## src/rtl/booth_pkg.sv

```systemverilog
// Shared types and default sizing for the booth multiplier issue/capture stage.
package booth_pkg;

  typedef enum logic [2:0] {
    IDLE,
    LAUNCH,
    WAIT_BUSY,
    WAIT_DONE
  } issue_state_t;

  localparam int unsigned DEF_DATA_WIDTH = 16;
  localparam int unsigned DEF_TAG_WIDTH  = 4;
  localparam int unsigned DEF_FIFO_DEPTH = 4;
  localparam int unsigned PROD_WIDTH     = 2 * DEF_DATA_WIDTH;
  localparam int unsigned PTR_WIDTH      = $clog2(DEF_FIFO_DEPTH);

  // Pointer width for a FIFO of the given depth; never below one bit.
  function automatic int unsigned ptr_width(input int unsigned depth);
    return (depth > 1) ? $clog2(depth) : 1;
  endfunction

endpackage

```

## src/rtl/booth_op_fifo.sv

```systemverilog
// Synchronous FIFO holding packed {tag, q, m} operand entries.
module booth_op_fifo
  import booth_pkg::*;
#(
  parameter int unsigned WIDTH = 36,
  parameter int unsigned DEPTH = DEF_FIFO_DEPTH,
  localparam int unsigned PW   = ptr_width(DEPTH)
) (
  input  logic             clk,
  input  logic             rst_n,
  input  logic             push,
  input  logic             pop,
  input  logic [WIDTH-1:0] wdata,
  output logic [WIDTH-1:0] rdata,
  output logic             full,
  output logic             empty,
  output logic [PW:0]      count
);

  localparam logic [PW:0] FULL_CNT = (PW + 1)'(DEPTH);

  logic [WIDTH-1:0] mem [DEPTH];
  logic [PW-1:0]    wr_ptr;
  logic [PW-1:0]    rd_ptr;
  logic             do_push;
  logic             do_pop;

  assign full    = (count == FULL_CNT);
  assign empty   = (count == '0);
  assign do_push = push && !full;
  assign do_pop  = pop && !empty;
  assign rdata   = mem[rd_ptr];

  always_ff @(posedge clk or negedge rst_n) begin
    if (!rst_n) begin
      wr_ptr <= '0;
      rd_ptr <= '0;
      count  <= '0;
    end else begin
      if (do_push) wr_ptr <= wr_ptr + 1'b1;
      if (do_pop)  rd_ptr <= rd_ptr + 1'b1;
      case ({do_push, do_pop})
        2'b10:   count <= count + 1'b1;
        2'b01:   count <= count - 1'b1;
        default: count <= count;
      endcase
    end
  end

  always_ff @(posedge clk) begin
    if (do_push) mem[wr_ptr] <= wdata;
  end

endmodule

```

## src/rtl/booth_issue_ctrl.sv

```systemverilog
// Operand-issue and result-capture stage around a non-pipelined booth_multiplier.
module booth_issue_ctrl
  import booth_pkg::*;
#(
  parameter int unsigned DATA_WIDTH = DEF_DATA_WIDTH,
  parameter int unsigned TAG_WIDTH  = DEF_TAG_WIDTH,
  parameter int unsigned FIFO_DEPTH = DEF_FIFO_DEPTH
) (
  input  logic                    clk,
  input  logic                    rst_n,
  input  logic                    in_valid,
  output logic                    in_ready,
  input  logic [DATA_WIDTH-1:0]   in_m,
  input  logic [DATA_WIDTH-1:0]   in_q,
  input  logic [TAG_WIDTH-1:0]    in_tag,
  output logic                    mul_start,
  output logic [DATA_WIDTH-1:0]   mul_m,
  output logic [DATA_WIDTH-1:0]   mul_q,
  input  logic                    mul_ready,
  input  logic [2*DATA_WIDTH-1:0] mul_result,
  output logic                    out_valid,
  input  logic                    out_ready,
  output logic [2*DATA_WIDTH-1:0] out_result,
  output logic [TAG_WIDTH-1:0]    out_tag
);

  localparam int unsigned PW  = ptr_width(FIFO_DEPTH);
  localparam int unsigned OPW = TAG_WIDTH + 2 * DATA_WIDTH;
  localparam logic [PW:0] FULL_CNT = (PW + 1)'(FIFO_DEPTH);

  issue_state_t           state;
  logic [TAG_WIDTH-1:0]   op_tag;
  logic [OPW-1:0]         fifo_wdata;
  logic [OPW-1:0]         fifo_rdata;
  logic                   fifo_push;
  logic                   fifo_pop;
  logic                   fifo_full;
  logic                   fifo_empty;
  logic [PW:0]            fifo_count;
  logic [DATA_WIDTH-1:0]  head_m;
  logic [DATA_WIDTH-1:0]  head_q;
  logic [TAG_WIDTH-1:0]   head_tag;
  logic                   capture;

  assign fifo_wdata = {in_tag, in_q, in_m};
  assign head_m     = fifo_rdata[DATA_WIDTH-1:0];
  assign head_q     = fifo_rdata[2*DATA_WIDTH-1:DATA_WIDTH];
  assign head_tag   = fifo_rdata[OPW-1:2*DATA_WIDTH];

  // Held low during reset so producers cannot push into a FIFO being cleared.
  assign in_ready  = rst_n && !fifo_full;
  assign fifo_push = in_valid && in_ready;

  always_comb begin
    capture  = (state == WAIT_DONE) && mul_ready && (!out_valid || out_ready);
    fifo_pop = !fifo_empty && ((state == IDLE) || capture);
  end

  booth_op_fifo #(
    .WIDTH (OPW),
    .DEPTH (FIFO_DEPTH)
  ) u_fifo (
    .clk   (clk),
    .rst_n (rst_n),
    .push  (fifo_push),
    .pop   (fifo_pop),
    .wdata (fifo_wdata),
    .rdata (fifo_rdata),
    .full  (fifo_full),
    .empty (fifo_empty),
    .count (fifo_count)
  );

  // A capture that finds the FIFO non-empty pops and relaunches in the same
  // cycle, matching what IDLE would do one cycle later.
  always_ff @(posedge clk or negedge rst_n) begin
    if (!rst_n) begin
      state      <= IDLE;
      mul_start  <= 1'b0;
      mul_m      <= '0;
      mul_q      <= '0;
      op_tag     <= '0;
      out_valid  <= 1'b0;
      out_result <= '0;
      out_tag    <= '0;
    end else begin
      mul_start <= 1'b0;
      if (out_valid && out_ready) out_valid <= 1'b0;
      if (fifo_pop) begin
        mul_m  <= head_m;
        mul_q  <= head_q;
        op_tag <= head_tag;
      end
      case (state)
        IDLE: begin
          if (!fifo_empty) state <= LAUNCH;
        end
        LAUNCH: begin
          if (mul_ready) begin
            mul_start <= 1'b1;
            state     <= WAIT_BUSY;
          end
        end
        WAIT_BUSY: begin
          if (!mul_ready) state <= WAIT_DONE;
        end
        WAIT_DONE: begin
          if (capture) begin
            out_result <= mul_result;
            out_tag    <= op_tag;
            out_valid  <= 1'b1;
            state      <= fifo_empty ? IDLE : LAUNCH;
          end
        end
        default: state <= IDLE;
      endcase
    end
  end

  count_bound: assert property (@(posedge clk) disable iff (!rst_n) fifo_count <= FULL_CNT);

endmodule

```

## config.mk

```make
export PLATFORM = sky130hd
export DESIGN_NAME = booth_issue_ctrl
export DESIGN_NICKNAME = d
export VERILOG_FILES = /design/src/rtl/booth_pkg.sv /design/src/rtl/booth_op_fifo.sv /design/src/rtl/booth_issue_ctrl.sv
export SDC_FILE = /design/constraint.sdc
export NUM_CORES = 1
export LEC_CHECK = 0
export CORE_UTILIZATION = 35
export DETAILED_ROUTE_END_ITERATION = 10
export HOLD_SLACK_MARGIN = 0.03
export REMOVE_ABC_BUFFERS = 1
export SLEW_MARGIN = 40
export SYNTH_ARGS = -nofsm -noshare
export SYNTH_HDL_FRONTEND = slang
export SYNTH_SLANG_ARGS = --single-unit
```

## constraint.sdc

```tcl
create_clock -name clk -period 3 [get_ports clk]
set_input_delay 0.3 -clock clk [delete_from_list [all_inputs] [get_ports clk]]
set_output_delay 0.3 -clock clk [all_outputs]
set_load 0.005 [all_outputs]
```

==> results.json, run 1 <==
{
  "outcome": "finished clean",
  "cts_tree": "done",
  "clockBufferDepth": 3,
  "hold_path.startpoint": "mul_result[1]",
  "routabilityCongestion": 0.760,
  "finalCriticalPeriod_ps": 2280,
  "wl_met3_um": 1090,
  "grt_max_degree": 47,
  "setup_violations": 0,
  "worstRegToRegCells": 10,
  "fp_util_pct": 35.6,
  "grt-ovfl-total": 0,
  "buffers": 154,
  "skew_ps": 8.04,
  "layout_top_cell": "edfxtp_1",
  "dieArea_mm2": 0.0252,
  "viasPerCell": 4.62,
  "warnings": 31,
  "power_leakage_nw": 4.09,
  "clockPowerShare_pct": 25.8,
  "yosys-stat-area_mm2": 0.00860,
  "async_flop_share_pct": 36.6,
  "clk_share_pct": 6.92,
  "antenna_found_initial": 0,
  "fin_cells": 904,
  "syn_inst": 399,
  "cp-start-kind": "register",
  "final_cell_mix": "edfxtp_1, clkdlybuf4s50_1, dfrtp_1",
  "largestClassByArea": "registers",
  "p_seq_share_pct": 42.5,
  "drv_cap": 0,
  "io_buffers": 143,
  "logic_gates": 150,
  "ctsHtreeMaxLevel": 1,
  "busiest_layer": "met2",
  "critPathKind": "register to register",
  "regMostFlops": "u_fifo.mem",
  "dp_cells": 860,
  "area_growth_pct": 30.9,
  "post_cts_buffers": 0,
  "grt_use_met3_pct": 3.58,
  "wl_met1_um": 7460,
  "max_freq_mhz": 438,
  "p_sw_mw": 2.92,
  "cp-end-kind": "register",
  "ys_warn_count": 0,
  "p_sw_share_pct": 26.0,
  "clockRootBuffer": "clkbuf_16",
  "common_cells": "edfxtp_1, dfrtp_1, mux2_2, mux4_2, mux2_4",
  "reg2reg_from": "u_fifo.count[0]",
  "comb_area_mm2": 0.00207,
  "wirelength_um": 16900,
  "ys_cells": 399,
  "relSlewSlack_pct": 54.1
}
run 1: worst max path at each step:
| stage | cells past startpoint | end | start |
|---|---|---|---|
| final | 10 | u_fifo.count[2] | u_fifo.count[0] |
| after global routing | 10 | u_fifo.count[2] | u_fifo.count[1] |
| after CTS | 10 | u_fifo.count[2] | u_fifo.count[0] |
| after detailed placement | 9 | u_fifo.count[2] | out_ready |
| after global placement | 9 | u_fifo.count[2] | out_ready |
| after floorplan | 7 | u_fifo.count[1] | state[0] |
run 1: kinds of logic (layout without fill, tap and decap cells):
kind of cell / Yosys count / after routing / synth area share (%)
DFF: 227 / 227 / 74.4
adders and majority gates: 10 / 10 / 1.54
muxes: 111 / 111 / 20.0
xor gates and xnor gates: 6 / 6 / 0.611
AOI/OAI and AO/OA: 7 / 7 / 0.626
and+or+nand+nor: 16 / 16 / 1.09
buffers and inverters: 22 / 203 / 1.67
run 1: worst max-delay path, cell delays in order (launching register included):
cell      delay (ps)
dfrtp_1          450
nor2_1            50
a21boi_0         210
buf_4            170
and2_1           200
inv_1             70
ha_1             210
fa_1             380
xnor2_1          190
nor2_1            80
xor2_1           140
run 1: timing repair:
action,CTS,global route
endpoints found under the hold margin,45,0
setup endpoints to repair,0,0
hold buffers,1,0
run 1: power groups by stage:
| stage | registers, mW | logic, mW | clock network, mW |
|---|---|---|---|
| 2_1_floorplan | 4.75 | 1.97 | 0 |
| 3_3_place_gp | 4.90 | 3.43 | 0 |
| 3_5_place_dp | 4.86 | 3.63 | 0 |
| 4_1_cts | 4.80 | 3.64 | 2.97 |
| 5_1_grt | 4.89 | 3.85 | 3.09 |
| 6_report | 4.76 | 3.56 | 2.89 |
**Run 1: power grid**

Scale bar: 50 µm. Pins as bars on the die edge. Tap cells in gray.
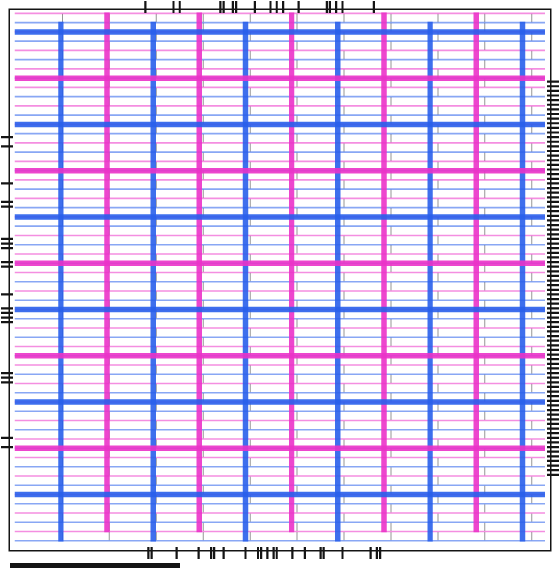
legend:
  VDD:
    color: magenta
  VSS:
    color: blue
met5 straps: 11
signal pins: 144
tap cells: 324
met4 straps: 11
met1 rails: 58
die height: 159 µm
die width: 159 µm
Core Region: 0.0242 mm²
Worst VDD drop: 0.449 mV

**Run 1: cell outlines without signal wires**

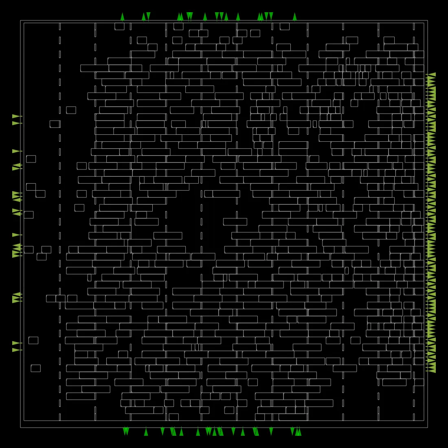
sequential cell area share: 56.9%
Std-Cell Rows: 57
post-layout util: 46.6%
n_taps: 324

**Run 1: routed metal per tile**

The die is cut into 32 by 32 equal tiles; dark blue is low, red is high, scaled to the fullest tile. Values are wire area over tile area, all layers added.
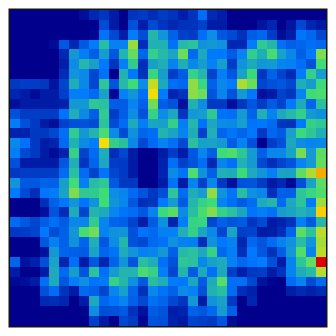
mean over tiles: 0.11
tiles over half the peak: 5.2%
densest ninth of the die: east
emptiest ninth of the die: north-west
via count: 4,175
Total Routing Usage GR: 13.7%
per-cell routed wire length: 18.7 µm

**Run 1: cells colored by class**

Fill, decap, tap and diode cells in gray.
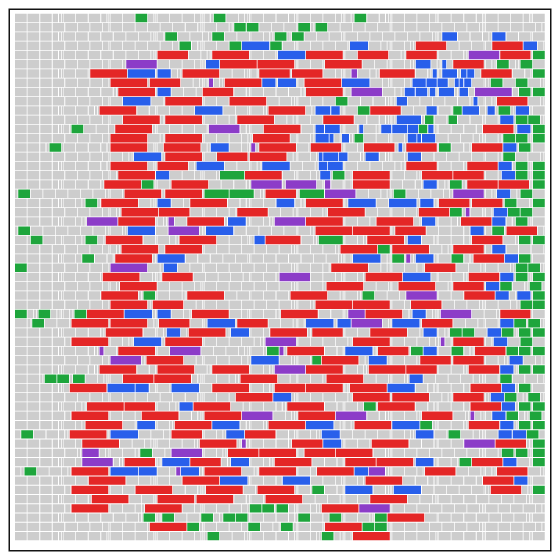

## Run 2: what changed since run 1
==> constraint.sdc (replaced) <==
create_clock -name clk -period 1.9 [get_ports clk]
set_input_delay 0.19 -clock clk [delete_from_list [all_inputs] [get_ports clk]]
set_output_delay 0.19 -clock clk [all_outputs]
set_load 0.005 [all_outputs]
**Run 2: cells colored by class**

Fill, decap, tap and diode cells in gray.
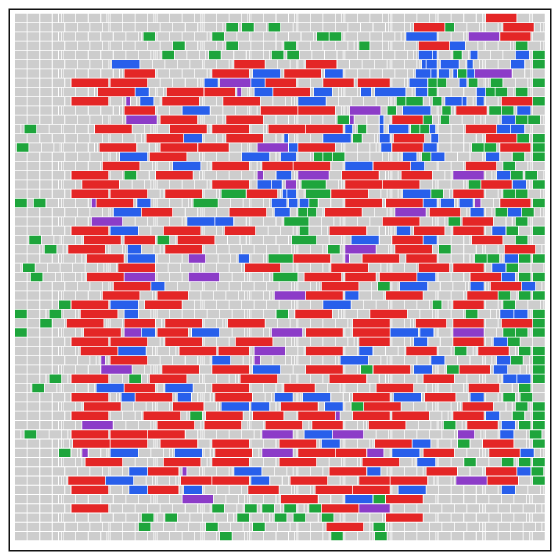
legend:
  flip-flops:
    color: red
    cells: 227
    share_of_their_area: 58%
  other buffers and delay cells:
    color: green
    cells: 178
    share_of_their_area: 16%
  all other logic:
    color: blue
    cells: 156
    share_of_their_area: 19%
  clock drivers and dummy loads:
    color: purple
    cells: 42
    share_of_their_area: 6.7%
post-layout util: 47.6%
design area: 0.0115 mm²
sequential cell area share: 55.7%

**Run 2: I/O nets highlighted**

Scale bar: 50 µm.
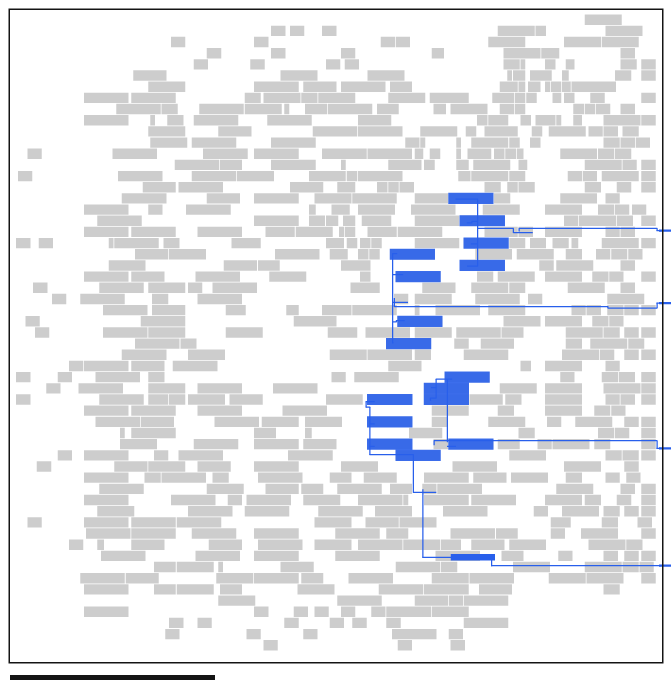
legend:
  in_tag:
    color: blue
    direction: input
    edge: east
    end_cells: 16
    buffers: 4
    wire: 386 µm
I/O Buffers: 143
I/O pins: 144

==> run 2 against run 1 <==
  * The flow now finishes with violations (setup timing)
  * Critical path depth fell by 3
  * Worst hold slack got worse by 120 ps
  * First-iteration DRC count rose by 5.0%
  * Fmax rose by 19%
  * Clock-buffer cell count rose by 1
  * Critical path type unchanged
  * Largest cell class unchanged
==> results.json, run 2 <==
{
  "first_pass_iters": 4,
  "cp-start-kind": "register",
  "pg_clk_mw": 4.39,
  "ys_warn_count": 0,
  "vias": 4350,
  "relSlewSlack_pct": 54.5,
  "post_drt_wl_per_cell_um": 18.4,
  "worstRegToRegCells": 7,
  "p_seq_mw": 7.25,
  "core_area_mm2": 0.0242,
  "busiest_layer": "met2",
  "ctsHtreeMaxLevel": 1,
  "grt_use_met3_pct": 3.29,
  "warnings": 33,
  "drv_cap": 0,
  "common_cells": "edfxtp_1, dfrtp_1, mux2_2, mux4_2, mux2_4",
  "dp_cells": 881,
  "ir_drop_mv": 0.800,
  "outcome": "finished, violations left",
  "setup_violations": 1,
  "wirelength_um": 17000,
  "fp_util_pct": 35.6,
  "rows": 57,
  "critPathKind": "register to register",
  "skew_ps": 17.6,
  "yosys-stat-area_mm2": 0.00860,
  "clockRootBuffer": "clkbuf_16",
  "reg2reg_from": "u_fifo.count[0]",
  "max_freq_mhz": 523,
  "viasPerCell": 4.69,
  "maxPowerGroup": "sequential cells",
  "p_sw_share_pct": 26.1,
  "async_flop_share_pct": 36.6,
  "violations": "setup timing",
  "cp-end-kind": "register",
  "die_w_um": 159,
  "dieArea_mm2": 0.0252,
  "hold_path.startpoint": "mul_result[14]",
  "clockBufferDepth": 3,
  "cts_tree": "done",
  "power_leakage_nw": 4.21,
  "regMostFlops": "u_fifo.mem",
  "fin_ws_ps": -12.7,
  "clockPowerShare_pct": 24.3,
  "ys_cells": 399,
  "p_seq_share_pct": 40.2,
  "grt_max_degree": 48,
  "comb_cell_power_mw": 6.41,
  "layout_top_cell": "edfxtp_1",
  "area_growth_pct": 33.7
}
run 2: cell families after synthesis:
kind of cell / share of synthesized area [%]
muxes: 20.0
AOI/OAI and AO/OA: 0.626
and+or+nand+nor: 1.09
adders and majority gates: 1.54
DFF: 74.4
buffers and inverters: 1.67
xor gates and xnor gates: 0.611
run 2: critical path: stages, from the launching register on:
cell and delay, ps:
dfrtp_1 400, or3_4 410, o21a_4 140, ha_4 160, fa_2 350, xnor2_2 130
nor2_1 110, xor2_1 140
run 2: layer usage:
layer / vias up / routed length (µm)
met5: - / 9
met4: 2 / 293
met3: 26 / 986
met2: 146 / 8430
met1: 2235 / 7310
li1: 1941 / -
run 2: timing repair:
action,CTS,global route
hold endpoints to repair,36,0
gates resized,11,4
endpoints found under the setup margin,39,38
hold buffers,1,0
pin swaps,7,1
gates cloned,0,0
buffers inserted,3,0
run 2: final cells by class:
type	count	area [µm²]	share of cell area, %
timing repair buffer	178	1800	15.6
multi-input combinational	150	2120	18.5
sequential	227	6410	55.7
clock buffer	35	682	5.93
clock inverter	7	62.6	0.544
tap	324	405	3.53
inverter	6	22.5	0.196
run 2: how the worst max path moves through the flow:
stage                                from         endpoint  depth (start not counted)
after floorplan                  state[0]  u_fifo.count[1]                          7
after global placement          out_ready  u_fifo.count[2]                          9
after detailed placement        out_ready  u_fifo.count[2]                          9
after CTS                 u_fifo.count[0]  u_fifo.count[2]                          7
after global routing             state[1]  u_fifo.count[2]                          9
final                     u_fifo.count[0]  u_fifo.count[2]                          7
run 2: stage by stage:
step	setup slack (ps)	power, mW
after detailed placement	-274	13.7
after global routing	-79.4	19.1
after global placement	-292	13.5
final	-12.7	18.0
after floorplan	-2840	10.6
after CTS	-6.74	18.3
**Run 2: power grid**

Scale bar: 50 µm. Pins as bars on the die edge. Tap cells in gray.
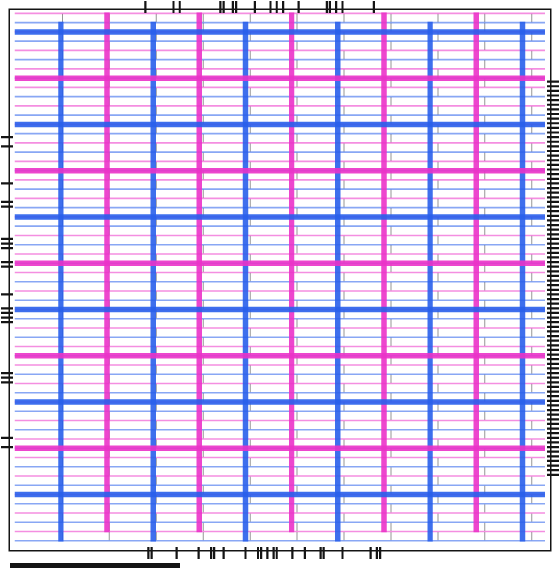

## Run 3: what changed since run 2
--- a/config.mk
+++ b/config.mk
@@ -8,6 +8,7 @@
 export CORE_UTILIZATION = 35
 export DETAILED_ROUTE_END_ITERATION = 10
 export HOLD_SLACK_MARGIN = 0.03
+export PLACE_DENSITY = 0.7
 export REMOVE_ABC_BUFFERS = 1
 export SLEW_MARGIN = 40
 export SYNTH_ARGS = -nofsm -noshare
**Run 3: power grid**

Scale bar: 50 µm. Pins as bars on the die edge. Tap cells in gray.
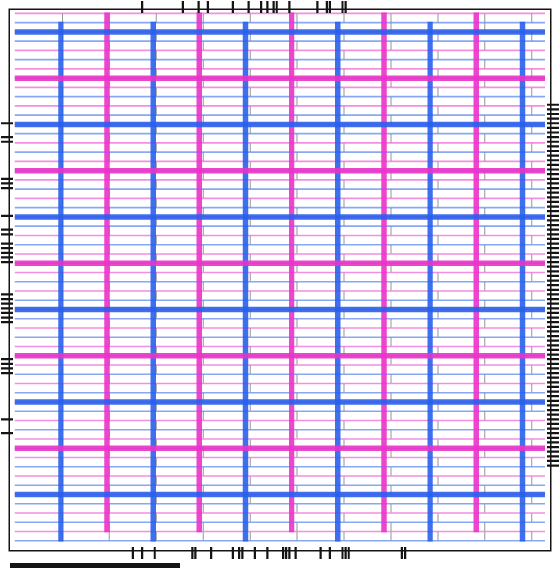
legend:
  VDD:
    color: magenta
  VSS:
    color: blue
met1 rails: 58
rows: 57
tap cells: 324
signal pins: 144
met5 straps: 11
Worst VDD drop: 0.957 mV

==> run 3 against run 2 <==
  * The flow still finishes with violations (setup timing)
  * Final cell count rose by 0.32%
  * First-iteration DRC count fell by 28%
  * Largest cell class unchanged
  * Combinational power barely moved
  * Routed wire length fell by 5.4%
  * Clock-buffer cell count did not move
  * Final area barely moved
==> results.json, run 3 <==
{
  "fp_util_pct": 35.6,
  "final_nets": 671,
  "flop_cell": "edfxtp_1",
  "largest_reg_flops": 144,
  "area_growth_pct": 33.8,
  "clockBufferDepth": 3,
  "reg2reg_from": "state[1]",
  "viasPerCell": 4.63,
  "critPathKind": "register to register",
  "post_cts_buffers": 6,
  "layout_top_cell": "edfxtp_1",
  "top_cell": "edfxtp_1",
  "cp-end-kind": "register",
  "n_sequential_cell": 227,
  "n_clock_buffer": 35,
  "r2r-end": "u_fifo.count[2]",
  "warnings": 33,
  "buffers": 179,
  "io_pins": 144,
  "yosys-stat-area_mm2": 0.00860,
  "cts_tree": "done",
  "vias": 4303,
  "fin_ws_ps": -27.6,
  "setup_violations": 2,
  "cp-start-kind": "register",
  "power_leakage_nw": 4.23,
  "async_flop_share_pct": 36.6,
  "clk_share_pct": 6.76,
  "dieArea_mm2": 0.0252,
  "r2r_slack_ps": -30,
  "outcome": "finished, violations left",
  "regMostFlops": "u_fifo.mem",
  "skew_ps": 20.6,
  "seq_area_share_pct": 55.7,
  "buf_share_pct": 15.6,
  "violations": "setup timing",
  "wirelength_um": 16100,
  "comb_area_mm2": 0.00211,
  "grt_max_degree": 57,
  "comb-cell-share_pct": 18.3,
  "first_pass_iters": 4,
  "io_buffers": 143,
  "n_fill_cell": 1986,
  "largestClassByArea": "registers",
  "ys_cells": 399,
  "common_cells": "edfxtp_1, dfrtp_1, mux2_2, mux4_2, mux2_4",
  "tightest_slew_ps": 550,
  "place_ws_ps": -339,
  "nNonClkInverters": 6,
  "logic_gates": 150,
  "cts_hold_buf": 1,
  "core_area_mm2": 0.0242,
  "worstRegToRegCells": 9,
  "cts_resized": 15,
  "ys_warn_count": 0,
  "clockRootBuffer": "clkbuf_16",
  "max_freq_mhz": 519,
  "regArea_mm2": 0.00640,
  "drtAntennaViolNets": 0,
  "rows": 57,
  "post_drt_wl_per_cell_um": 17.3,
  "tap_cells": 324,
  "drv_cap": 0,
  "die_w_um": 159,
  "ctsHtreeMaxLevel": 1,
  "relSlewSlack_pct": 63.3
}
**Run 3: I/O nets highlighted**

Scale bar: 50 µm.
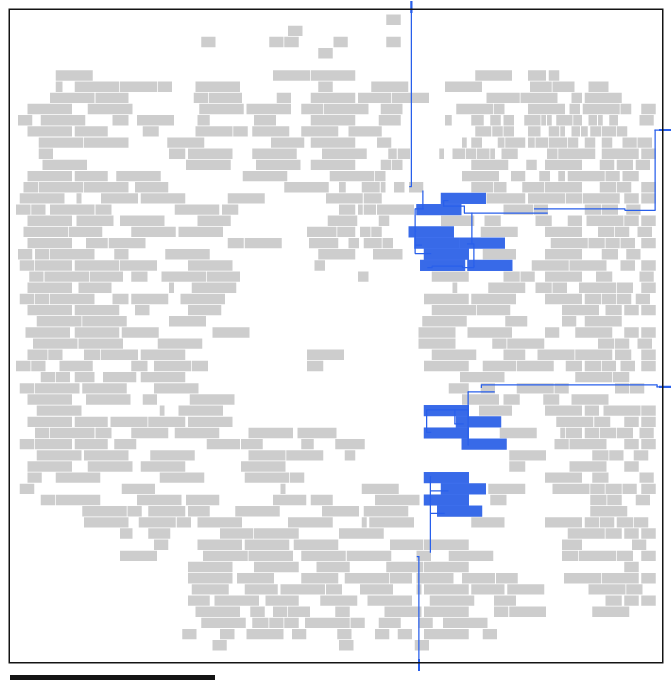
legend:
  in_tag:
    color: blue
    direction: input
    edge: 2 east, 1 north, 1 south
    end_cells: 16
    buffers: 4
    wire: 312 µm

[run 3: routing by layer]
| metal | share of wire (%) | vias up | wire (µm) | GRT usage (%) |
|---|---|---|---|---|
| met1 | 43 | 2193 | 6870 | 16.6 |
| met2 | 49 | 137 | 7930 | 22.2 |
| met5 | 0 | - | 0 | 0 |
| li1 | - | 1946 | - | - |
| met4 | 2.2 | 0 | 362 | 3.88 |
| met3 | 5.9 | 27 | 944 | 3.29 |
[run 3: through the flow]
step	util (%)	power, mW	instance area (µm²)	instances
2_1_floorplan	-	10.6	8480	383
3_3_place_gp	44.0	13.3	10600	880
3_5_place_dp	44.0	13.6	10600	880
4_1_cts	47.6	18.4	11500	931
5_1_grt	47.6	19.0	11500	930
6_report	47.6	18.1	11500	930
[run 3: power by group]
group          switching (mW)  internal [mW]
registers               0.594           6.57
clock network            1.80           2.70
logic                    2.28           4.11
total                    4.67           13.4
[run 3: cells by family after synthesis]
logic type	synth area share, %
DFF	74.4
AOI/OAI and AO/OA	0.626
and+or+nand+nor	1.09
muxes	20.0
buffers and inverters	1.67
adders and majority gates	1.54
xor gates and xnor gates	0.611
[run 3: worst max-delay path: stages, from the launching register on]
cell and delay, ps:
dfrtp_1 390, ha_2 190, nand2_2 90, nor2b_4 50, o21a_4 210, ha_4 160, fa_2 330, xnor2_1 150
nor2_1 70, xor2_1 150
[run 3: worst max path at each step]
stage	start	end
3_5_place_dp	out_ready	u_fifo.count[2]
4_1_cts	state[1]	u_fifo.count[2]
5_1_grt	state[1]	u_fifo.count[2]
6_report	state[1]	u_fifo.count[2]
2_1_floorplan	state[0]	u_fifo.count[1]
3_3_place_gp	out_ready	u_fifo.count[2]
Power is estimated from default activity; no workload was simulated.
